$ cat src/rtl/sdam_wfifo_if.sv
// Write-port handshake between the frame FIFO and the memory/register writer.
// A transfer happens on every scl edge where wr_valid and wr_ready are both high.
interface sdam_wfifo_if #(
    parameter int ADDR_W = 8,
    parameter int DATA_W = 16
);
    logic              wr_valid;
    logic [ADDR_W-1:0] wr_addr;
    logic [DATA_W-1:0] wr_data;
    logic              wr_ready;

    modport master (
        output wr_valid,
        output wr_addr,
        output wr_data,
        input  wr_ready
    );

    modport slave (
        input  wr_valid,
        input  wr_addr,
        input  wr_data,
        output wr_ready
    );
endinterface

$ cat src/rtl/sdam_wfifo.sv
// Captures SDAM receiver frames into a small first-word-fall-through FIFO and
// hands them to a writer; also counts overflow drops and flags avalid/dvalid skew.
module sdam_wfifo #(
    parameter int DEPTH  = 4,
    parameter int ADDR_W = 8,
    parameter int DATA_W = 16,
    parameter int DROP_W = 8
) (
    input  logic                       scl,
    input  logic                       reset_n,
    input  logic                       avalid,
    input  logic [ADDR_W-1:0]          aout,
    input  logic                       dvalid,
    input  logic [DATA_W-1:0]          dout,
    sdam_wfifo_if.master               wr,
    output logic [$clog2(DEPTH):0]     count,
    output logic                       full,
    output logic                       empty,
    output logic [DROP_W-1:0]          drop_cnt,
    output logic                       mismatch
);
    localparam int PW = $clog2(DEPTH);
    localparam int CW = PW + 1;
    localparam int EW = ADDR_W + DATA_W;

    logic [EW-1:0] mem [DEPTH];
    logic [PW-1:0] wr_ptr;
    logic [PW-1:0] rd_ptr;
    logic          prev_v;

    logic v;
    logic evt;
    logic pop;
    logic push;
    logic drop;

    // A frame is the rising edge of the joint valid level, so a long
    // valid pulse still yields a single entry.
    assign v    = avalid & dvalid;
    assign evt  = v & ~prev_v;
    assign pop  = wr.wr_valid & wr.wr_ready;
    assign push = evt & (~full | pop);
    assign drop = evt & full & ~pop;

    assign full  = (count == CW'(DEPTH));
    assign empty = (count == '0);

    always_comb begin
        wr.wr_valid = ~empty;
        wr.wr_addr  = '0;
        wr.wr_data  = '0;
        if (!empty) begin
            {wr.wr_addr, wr.wr_data} = mem[rd_ptr];
        end
    end

    // Storage is not reset: contents are only visible through rd_ptr when count > 0.
    always_ff @(posedge scl) begin
        if (push) begin
            mem[wr_ptr] <= {aout, dout};
        end
    end

    always_ff @(posedge scl or negedge reset_n) begin
        if (!reset_n) begin
            wr_ptr   <= '0;
            rd_ptr   <= '0;
            count    <= '0;
            prev_v   <= 1'b0;
            drop_cnt <= '0;
            mismatch <= 1'b0;
        end else begin
            prev_v <= v;
            if (push) begin
                wr_ptr <= wr_ptr + 1'b1;
            end
            if (pop) begin
                rd_ptr <= rd_ptr + 1'b1;
            end
            case ({push, pop})
                2'b10:   count <= count + 1'b1;
                2'b01:   count <= count - 1'b1;
                default: count <= count;
            endcase
            if (drop && (drop_cnt != {DROP_W{1'b1}})) begin
                drop_cnt <= drop_cnt + 1'b1;
            end
            if (avalid != dvalid) begin
                mismatch <= 1'b1;
            end
        end
    end
endmodule
$ cat src/flat_wrapper.sv
// flat-port wrapper written by rule: the top's interface ports become plain ports
module sdam_wfifo_flat 
#(
    parameter int DEPTH  = 4,
    parameter int ADDR_W = 8,
    parameter int DATA_W = 16,
    parameter int DROP_W = 8
)
  (scl, reset_n, avalid, aout, dvalid, dout, count, full, empty, drop_cnt, mismatch, wr_wr_valid, wr_wr_addr, wr_wr_data, wr_wr_ready);
  sdam_wfifo_if #(.ADDR_W(ADDR_W), .DATA_W(DATA_W)) wr_i ();
  input  logic scl;
  input  logic reset_n;
  input  logic avalid;
  input  logic [ADDR_W-1:0] aout;
  input  logic dvalid;
  input  logic [DATA_W-1:0] dout;
  output logic [$clog2(DEPTH):0] count;
  output logic full;
  output logic empty;
  output logic [DROP_W-1:0] drop_cnt;
  output logic mismatch;
  output wire logic [$bits(wr_i.wr_valid)-1:0] wr_wr_valid;
  output wire logic [$bits(wr_i.wr_addr)-1:0] wr_wr_addr;
  output wire logic [$bits(wr_i.wr_data)-1:0] wr_wr_data;
  input wire logic [$bits(wr_i.wr_ready)-1:0] wr_wr_ready;
  assign wr_wr_valid = wr_i.wr_valid;
  assign wr_wr_addr = wr_i.wr_addr;
  assign wr_wr_data = wr_i.wr_data;
  assign wr_i.wr_ready = wr_wr_ready;
  sdam_wfifo #(.DEPTH(DEPTH), .ADDR_W(ADDR_W), .DATA_W(DATA_W), .DROP_W(DROP_W)) u_core (.scl(scl), .reset_n(reset_n), .avalid(avalid), .aout(aout), .dvalid(dvalid), .dout(dout), .wr(wr_i), .count(count), .full(full), .empty(empty), .drop_cnt(drop_cnt), .mismatch(mismatch));
endmodule
$ cat config.mk
export PLATFORM = sky130hd
export DESIGN_NAME = sdam_wfifo_flat
export DESIGN_NICKNAME = d
export VERILOG_FILES = /design/src/rtl/sdam_wfifo_if.sv /design/src/rtl/sdam_wfifo.sv /design/src/flat_wrapper.sv
export SDC_FILE = /design/constraint.sdc
export NUM_CORES = 1
export LEC_CHECK = 0
export CAP_MARGIN = 20
export CORE_ASPECT_RATIO = 0.5
export CORE_MARGIN = 4
export CORE_UTILIZATION = 54
export DETAILED_ROUTE_END_ITERATION = 8
export PLACE_DENSITY_LB_ADDON = 0.15
export SLEW_MARGIN = 0
export SYNTH_ARGS = -nofsm -noshare
export SYNTH_HDL_FRONTEND = slang
export SYNTH_SLANG_ARGS = --single-unit
$ cat constraint.sdc
create_clock -name scl -period 2.66 [get_ports scl]
set_input_delay 0.798 -clock scl [delete_from_list [all_inputs] [get_ports scl]]
set_output_delay 0.798 -clock scl [all_outputs]
set_load 0.02 [all_outputs]
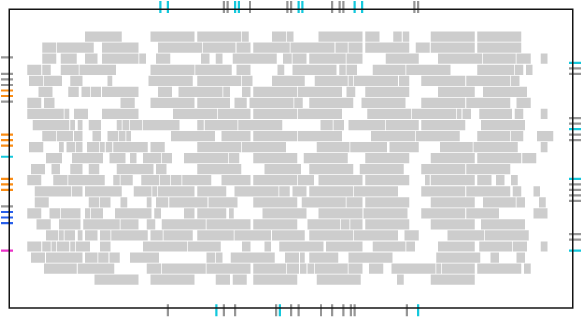
Figure 1: run 1, ports around the boundary.
Pins as bars across the die edge, other pins in grey.
| colour | port | pins | direction | edge |
|---|---|---|---|---|
| blue | count | 3 | output | left |
| magenta | full | 1 | output | left |
| orange | drop_cnt | 8 | output | left |
| cyan | dout | 16 | input | 8 top, 4 right, 3 bottom, 1 left |
all pins by edge: 19 left, 18 top, 16 right, 15 bottom

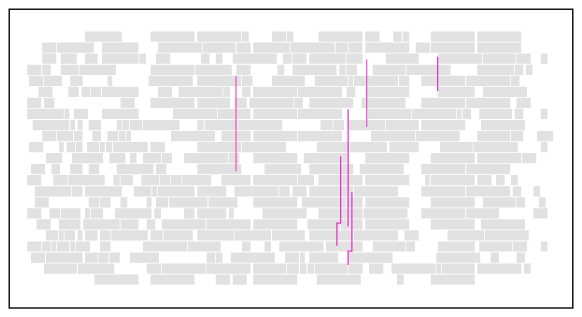
Figure 2: run 1, M4 wires.
Cells faint in the background.
wire length on this layer: 117 um
longest straight run: 28.6 um
share of all routed wire: 1.3%
main direction: vertical

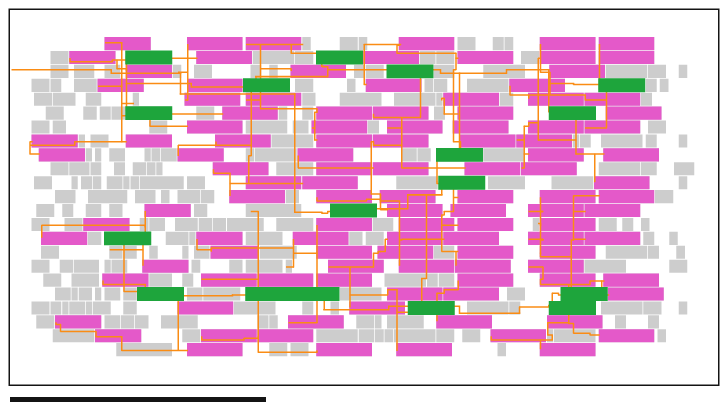
Figure 3: run 1, clock network drawn from the DEF.
Scale bar: 50 um.
[green] cells driving clock nets | count: 17
[magenta] flip-flops | count: 113
[orange] clock wires | length: 1380 um
routed clock nets: 18
flops lie: all over the die

==> run summary, run 1 <==
Fmax: 374 MHz
Final setup vio count: 6
Worst EP required: 1.86 ns
Post-CTS Resized: 79
Clock sinks: 113
Total track usage: 0.196
Failing checks: setup timing
Top Consumer: combinational logic
Flops & latches, synth: 113
Starting Density: 0.564
Critical-path top delay cell: mux4_2
Max Cap Viol: 0
Ys Warns: 0
Final HPWL DP: 5190 um
Clock network power share: 0.308
Max Slew Vio Count: 0
PnR worst setup slack: -0.0141 ns
CP cell instances: buf_12 > buf_4 > mux4_2 > and2_1 > buf_2
I/O pin count: 68
CTS H-tree depth: 4
Mapped Cells: 239
Met2 WL post-DR: 4470 um
Final wirelength: 8900 um
Diode count: 0
Vias per cell: 5.39
Status: complete, but fails checks
Skew final: 0.00745 ns
Layout cell share with drive strength beyond 1: 0.347
Cell area after synthesis: 4590 um^2
Tool Warnings: 31
Die width: 138 um
-- run 1: critical path: cells and delay by family, from the launching register on --
kind	cells	cell delay [ns]
buffers and inverters	3	0.42
flip-flops	1	0.39
multiplexers	1	0.50
AND/OR/NAND/NOR	1	0.17
-- run 1: cell usage in the layout, fill, tap and decap left out, drive strengths merged, types with 2 or more instances in the layout --
master / Yosys / layout
nand3: 3 / 3
dfrtp: 17 / 17
nand2: 3 / 3
bufinv: 0 / 2
mux4: 24 / 24
o21ai: 4 / 4
xor2: 4 / 4
inv: 11 / 11
xnor2: 5 / 5
and3: 5 / 5
clkbuf: 5 / 23
ha: 7 / 7
mux2: 4 / 4
nor4: 3 / 3
nor4b: 2 / 2
edfxtp: 96 / 96
buf: 5 / 49
clkdlybuf4s50: 0 / 41
clkinv: 0 / 6
and2: 26 / 26
-- run 1: Yosys cell counts, types with 2 or more instances --
cell type  number  area share
nor4_1          2      0.0027
mux4_2         24        0.12
mux2_2          4      0.0098
clkbuf_1        5      0.0041
nand3_1         3      0.0033
and2_1         25       0.034
buf_2           3      0.0033
o21ai_0         4      0.0044
edfxtp_1       96        0.63
xor2_1          4      0.0076
inv_1          11      0.0090
and3_2          4      0.0065
nand2_1         3      0.0025
dfrtp_1        17       0.093
ha_1            7       0.019
xnor2_1         5      0.0095
-- run 1: worst paths after layout --
path,slack (ns),start,cells past startpoint,to
setup / recovery,-0.01,u_core.rd_ptr[0],5,wr_wr_addr[2]
hold / removal,0.48,u_core.mismatch,1,u_core.mismatch
setup reg to reg,0.36,u_core.count[1],10,u_core.count[2]
hold reg to reg,0.48,u_core.mismatch,1,u_core.mismatch
max in group asynchronous,1.73,reset_n,2,u_core.rd_ptr[0]
min in group asynchronous,0.72,reset_n,2,u_core.drop_cnt[7]
-- run 1: final cells by class --
cell class / instances / area [um^2]
sequential: 113 / 3310
fill: 459 / 2010
multi-input combinational: 105 / 1210
timing repair buffer: 94 / 900
clock buffer: 20 / 437
tap: 112 / 140
clock inverter: 9 / 93.8
inverter: 11 / 41.3
-- run 1: stage by stage --
| stage | utilization | area [um^2] | total power, mW | instances | hold WS [ns] |
|---|---|---|---|---|---|
| after global routing | 0.753 | 6130 | 7.00 | 464 | 0.514 |
| final | 0.753 | 6130 | 6.68 | 464 | 0.479 |
| after floorplan | - | 4600 | 3.61 | 239 | 0.502 |
| after detailed placement | 0.688 | 5600 | 4.66 | 428 | 0.476 |
| after CTS | 0.743 | 6050 | 6.54 | 457 | 0.496 |
| after global placement | 0.688 | 5600 | 4.61 | 428 | 0.455 |
-- run 1: cells by family (layout without fill, tap and decap cells) --
logic type	Yosys count	in the layout	share of synthesized area
multiplexers	29	29	0.130
adder cells (fa/ha/maj)	8	8	0.0234
flip-flops	113	113	0.720
AND-OR/OR-AND	6	6	0.00845
AND/OR/NAND/NOR	53	53	0.0812
XOR/XNOR	9	9	0.0172
buffers and inverters	21	134	0.0196
-- run 1: registers in the layout (all words and copies together) (netlist names) --
name,count
u_core.count,3
u_core.drop_cnt,8
u_core.mem,96
u_core.mismatch,1
u_core.prev_v,1
u_core.rd_ptr,2
u_core.wr_ptr,2
==> run 2, diff against run 1 <==
--- a/config.mk
+++ b/config.mk
@@ -8,7 +8,8 @@
 export CAP_MARGIN = 20
 export CORE_ASPECT_RATIO = 0.5
 export CORE_MARGIN = 4
-export CORE_UTILIZATION = 54
+export CORE_UTILIZATION = 56
+export CTS_BUF_LIST = sky130_fd_sc_hd__clkbuf_4
 export DETAILED_ROUTE_END_ITERATION = 8
 export PLACE_DENSITY_LB_ADDON = 0.15
 export SLEW_MARGIN = 0
==> constraint.sdc (replaced) <==
create_clock -name scl -period 2.66 [get_ports scl]
set_input_delay 0.798 -clock scl [delete_from_list [all_inputs] [get_ports scl]]
set_output_delay 0.798 -clock scl [all_outputs]
set_load 0.005 [all_outputs]
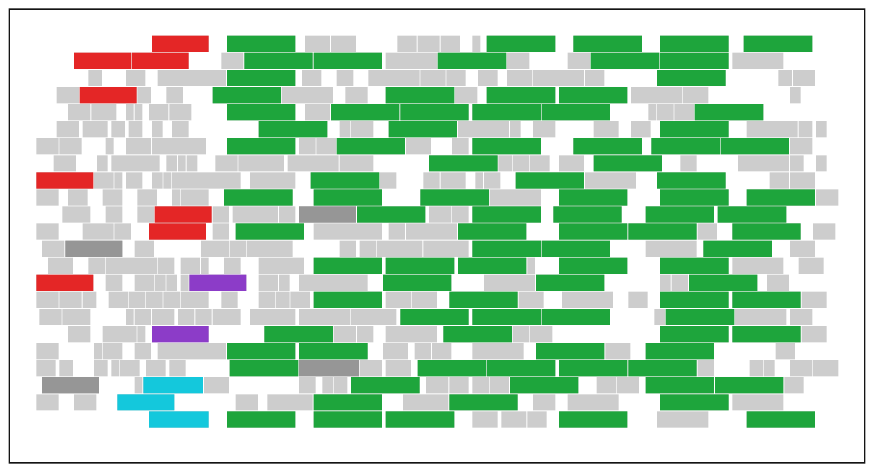
Figure 4: run 2, where the registers sit.
Other sequential cells in the stronger grey, the rest of the logic in the fainter grey.
| colour | name in the netlist | placed flops |
|---|---|---|
| green | u_core.mem | 96 |
| cyan | u_core.count | 3 |
| red | u_core.drop_cnt | 8 |
| purple | u_core.wr_ptr | 2 |
not coloured: 4
Register Area: 3310 um^2
sequential share of cell area: 0.536

==> run 2 against run 1 <==
The run still ends with setup timing left; via count is 2.2% higher; combinational power rose by 7%; maximum frequency down 4.8%; critical path type unchanged; largest power group unchanged.
==> run summary, run 2 <==
CTS H-tree depth: 4
Hold Startpoint: u_core.mismatch
Most frequent cells after synthesis: edfxtp_1, and2_1, mux4_2
Reg2Reg Depth: 10
Final HPWL DP: 5550 um
Worst Hold Margin: 0.491 ns
Cell area after synthesis: 4590 um^2
Worst reg-to-reg setup slack: 0.28 ns
VDD IR max: 0.000508 V
Diode count: 0
I/O pin count: 68
Die width: 136 um
Most numerous logic cell after layout: edfxtp_1
R2R Path End: u_core.count[2]
Final setup vio count: 24
Top Layout Cells: edfxtp_1, clkdlybuf4s50_1, mux4_2
PnR worst setup slack: -0.148 ns
Cell type with the largest total area: edfxtp_1
Chip Area: 9800 um^2
Hold Crit Depth: 1
Mapped Cells: 239
Max reg flops: 96
Area share, top type: 0.628
Fmax: 356 MHz
Reg with most FFs: u_core.mem
Layout cell share with drive strength beyond 1: 0.422
Yosys top cell by instances: edfxtp_1
Clock sinks: 113
Ys Warns: 0
Critical-path top delay cell: dfrtp_2
Area grow syn2layout: 34.6%
Top flop regs: u_core.mem: 96 flops, u_core.drop_cnt: 8 flops, u_core.count: 3 flops
Total track usage: 0.215
Failing checks: setup timing
Worst EP required: 1.86 ns
Starting Density: 0.574
Max Cap Viol: 0
Vias per cell: 5.36
Skew final: 0.0188 ns
First-pass GRT wire length: 15100 um
RR Startpoint: u_core.count[2]
Flops & latches, synth: 113
Worst Hold End: u_core.mismatch
Tool Warnings: 31
# rows: 23
CP cell instances: buf_12 > buf_8 > buf_6 > mux4_2 > and2_4 > buf_6
Status: complete, but fails checks
## run 2: critical path, delay by kind of cell (launching register included)
kind / cells / cell delay (ns)
muxes: 1 / 0.40
DFF: 1 / 0.46
buffers and inverters: 4 / 0.48
and+or+nand+nor: 1 / 0.17
## run 2: cell type report
cell class,count,area (um^2)
Multi-Input combinational cell,106,1260
Inverter,11,41.3
Clock inverter,13,193
Tap cell,112,140
Timing Repair Buffer,104,1100
Clock buffer,18,135
Fill cell,471,1820
Sequential cell,113,3310
## run 2: layer usage
layer / vias to the layer above / track usage / wire length, um
met3: 9 / 0.0686 / 572
li1: 1171 / - / -
met5: - / 0 / 0
met1: 1294 / 0.270 / 4010
met4: 0 / 0.0670 / 86
met2: 82 / 0.364 / 4880
## run 2: cells by family (layout without fill, tap and decap cells)
group	count (synthesis)	count (layout)	synth area share
fa+ha+maj	8	8	0.0234
mux	29	29	0.130
xor+xnor	9	9	0.0172
compound gates	6	6	0.00845
flops	113	113	0.720
simple gates	53	54	0.0812
buf+inv	21	146	0.0196
## run 2: through the flow
stage	instance area [um^2]	total power, mW	util	cells	setup TNS (ns)
CTS	6170	6.23	0.771	479	-3.69
floorplan	4600	3.25	-	239	0
global route	6180	6.60	0.773	477	-5.07
finish	6180	6.27	0.773	477	-2.06
detailed placement	5620	4.35	0.702	429	-0.671
global placement	5620	4.26	0.702	429	-0.435
## run 2: repair_timing
item | in CTS | in global routing
pin swaps | 22 | 2
setup buffers | 19 | 2
setup endpoints to repair | 27 | 24
gates resized | 138 | 15
cloned | 2 | 0
## run 2: how the worst max path moves through the flow
stage	startpoint	end	slack [ns]	depth (start not counted)
after floorplan	wr_wr_ready	u_core.count[2]	0.01	10
after global placement	wr_wr_ready	u_core.count[2]	-0.26	10
after detailed placement	wr_wr_ready	u_core.count[2]	-0.33	10
after CTS	u_core.rd_ptr[0]	wr_wr_data[15]	-0.20	6
after global routing	u_core.rd_ptr[0]	wr_wr_data[10]	-0.27	6
final	u_core.rd_ptr[0]	wr_wr_data[10]	-0.15	6
## run 2: where the power goes
part / total, mW / switching (mW) / internal, mW
logic: 2.59 / 0.963 / 1.62
registers: 2.22 / 0.105 / 2.12
clock network: 1.46 / 0.627 / 0.833
==> run 3, diff against run 2 <==
--- a/config.mk
+++ b/config.mk
@@ -8,7 +8,7 @@
 export CAP_MARGIN = 20
 export CORE_ASPECT_RATIO = 0.5
 export CORE_MARGIN = 4
-export CORE_UTILIZATION = 56
+export CORE_UTILIZATION = 25
 export CTS_BUF_LIST = sky130_fd_sc_hd__clkbuf_4
 export DETAILED_ROUTE_END_ITERATION = 8
 export PLACE_DENSITY_LB_ADDON = 0.15
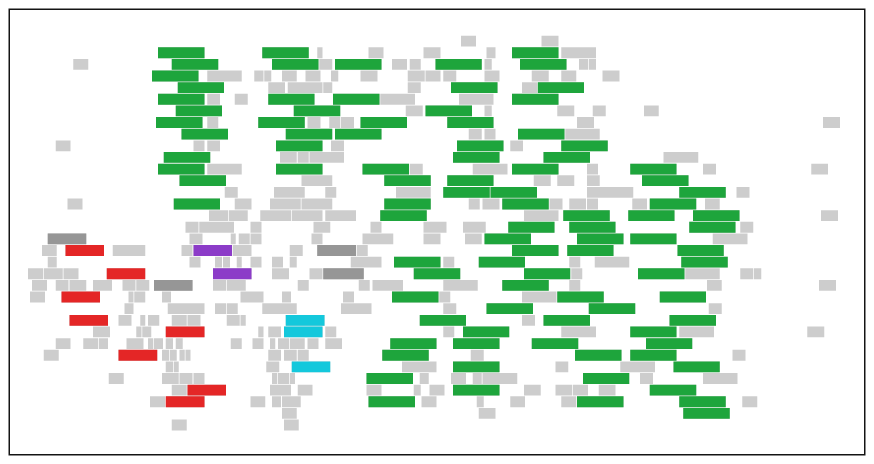
Figure 5: run 3, where the registers sit.
Other sequential cells in the stronger grey, the rest of the logic in the fainter grey.
| colour | name in the netlist | placed flops |
|---|---|---|
| red | u_core.drop_cnt | 8 |
| green | u_core.mem | 96 |
| cyan | u_core.count | 3 |
| purple | u_core.wr_ptr | 2 |
not coloured: 4

==> run 3 against run 2 <==
The flow still finishes with violations (setup timing); sequential share of layout area shrank 1.2 points; sequential power barely moved; critical path type unchanged; wire length is 5.3% higher; power decreased by 4.7%; clock skew rose by 0.0028 ns; design area is 2.2% higher; clock power decreased by 14%; die size rose by 110%; largest power group unchanged; critical endpoint is now wr_wr_data[8]; register-to-register slack better by 0.02 ns.
==> run summary, run 3 <==
Logic pwr share: 0.423
Layout cell share with drive strength beyond 1: 0.429
Most frequent cells after synthesis: edfxtp_1, and2_1, mux4_2
Register Area: 3310 um^2
Met1 Use GR: 0.130
Hold Crit Depth: 1
PnR worst setup slack: -0.116 ns
RR Startpoint: u_core.count[1]
Skew final: 0.0215 ns
Hold Startpoint: u_core.mismatch
Status: complete, but fails checks
Reg with most FFs: u_core.mem
Fillers: 1701
Final setup vio count: 23
Cells after DPL: 556
Final wirelength: 10100 um
Failing checks: setup timing
Top flop regs: u_core.mem: 96 flops, u_core.drop_cnt: 8 flops, u_core.count: 3 flops
Comb. cell area: 1250 um^2
Tool Warnings: 31
## run 3: worst max-delay path by stage
stage | from | to | cells past startpoint
after floorplan | wr_wr_ready | u_core.count[2] | 10
after global placement | wr_wr_ready | u_core.count[2] | 10
after detailed placement | wr_wr_ready | u_core.count[2] | 10
after CTS | u_core.rd_ptr[0] | wr_wr_data[8] | 6
after global routing | u_core.rd_ptr[0] | wr_wr_data[8] | 5
final | u_core.rd_ptr[0] | wr_wr_data[8] | 5
## run 3: power groups by stage
stage	clock [mW]	combinational [mW]	sequential [mW]
after global routing	1.38	2.77	2.22
after detailed placement	0	2.25	2.25
after CTS	1.29	2.69	2.20
after floorplan	0	1.03	2.22
final	1.25	2.53	2.20
after global placement	0	2.22	2.23
## run 3: through the flow
step | power, mW | utilization
finish | 5.97 | 0.357
global route | 6.38 | 0.357
CTS | 6.19 | 0.359
detailed placement | 4.49 | 0.331
global placement | 4.46 | 0.331
floorplan | 3.25 | -
## run 3: logic make-up after synthesis
kind of cell,synth area share
adder cells (fa/ha/maj),0.0234
buffers and inverters,0.0196
multiplexers,0.130
AND/OR/NAND/NOR,0.0812
flip-flops,0.720
XOR/XNOR,0.0172
AND-OR/OR-AND,0.00845
## run 3: area by class of cell
| cell class | instances | share of cell area |
|---|---|---|
| Clock inverter | 15 | 0.0240 |
| Tap cell | 234 | 0.0463 |
| Inverter | 11 | 0.00653 |
| Sequential cell | 113 | 0.524 |
| Multi-Input combinational cell | 105 | 0.198 |
| Timing Repair Buffer | 107 | 0.182 |
| Clock buffer | 17 | 0.0202 |
## run 3: layer usage
metal | up-vias | wire [um]
met4 | 0 | 89
met2 | 44 | 5100
li1 | 1162 | -
met5 | - | 0
met3 | 8 | 372
met1 | 1322 | 4500
## run 3: worst max-delay path, cell delays in order (launching register included)
cell and delay, ns:
dfrtp_2 0.46, buf_8 0.16, buf_6 0.11, mux4_2 0.49, and2_4 0.15, buf_6 0.11
## run 3: what timing repair did
| action | 4_1_cts | 5_1_grt |
|---|---|---|
| buffers inserted | 17 | 2 |
| gates resized | 147 | 9 |
| cloned | 1 | 0 |
| pin swaps | 21 | 0 |
| setup endpoints to repair | 26 | 25 |
No activity file was given, so power comes from the tool's default toggle rates.
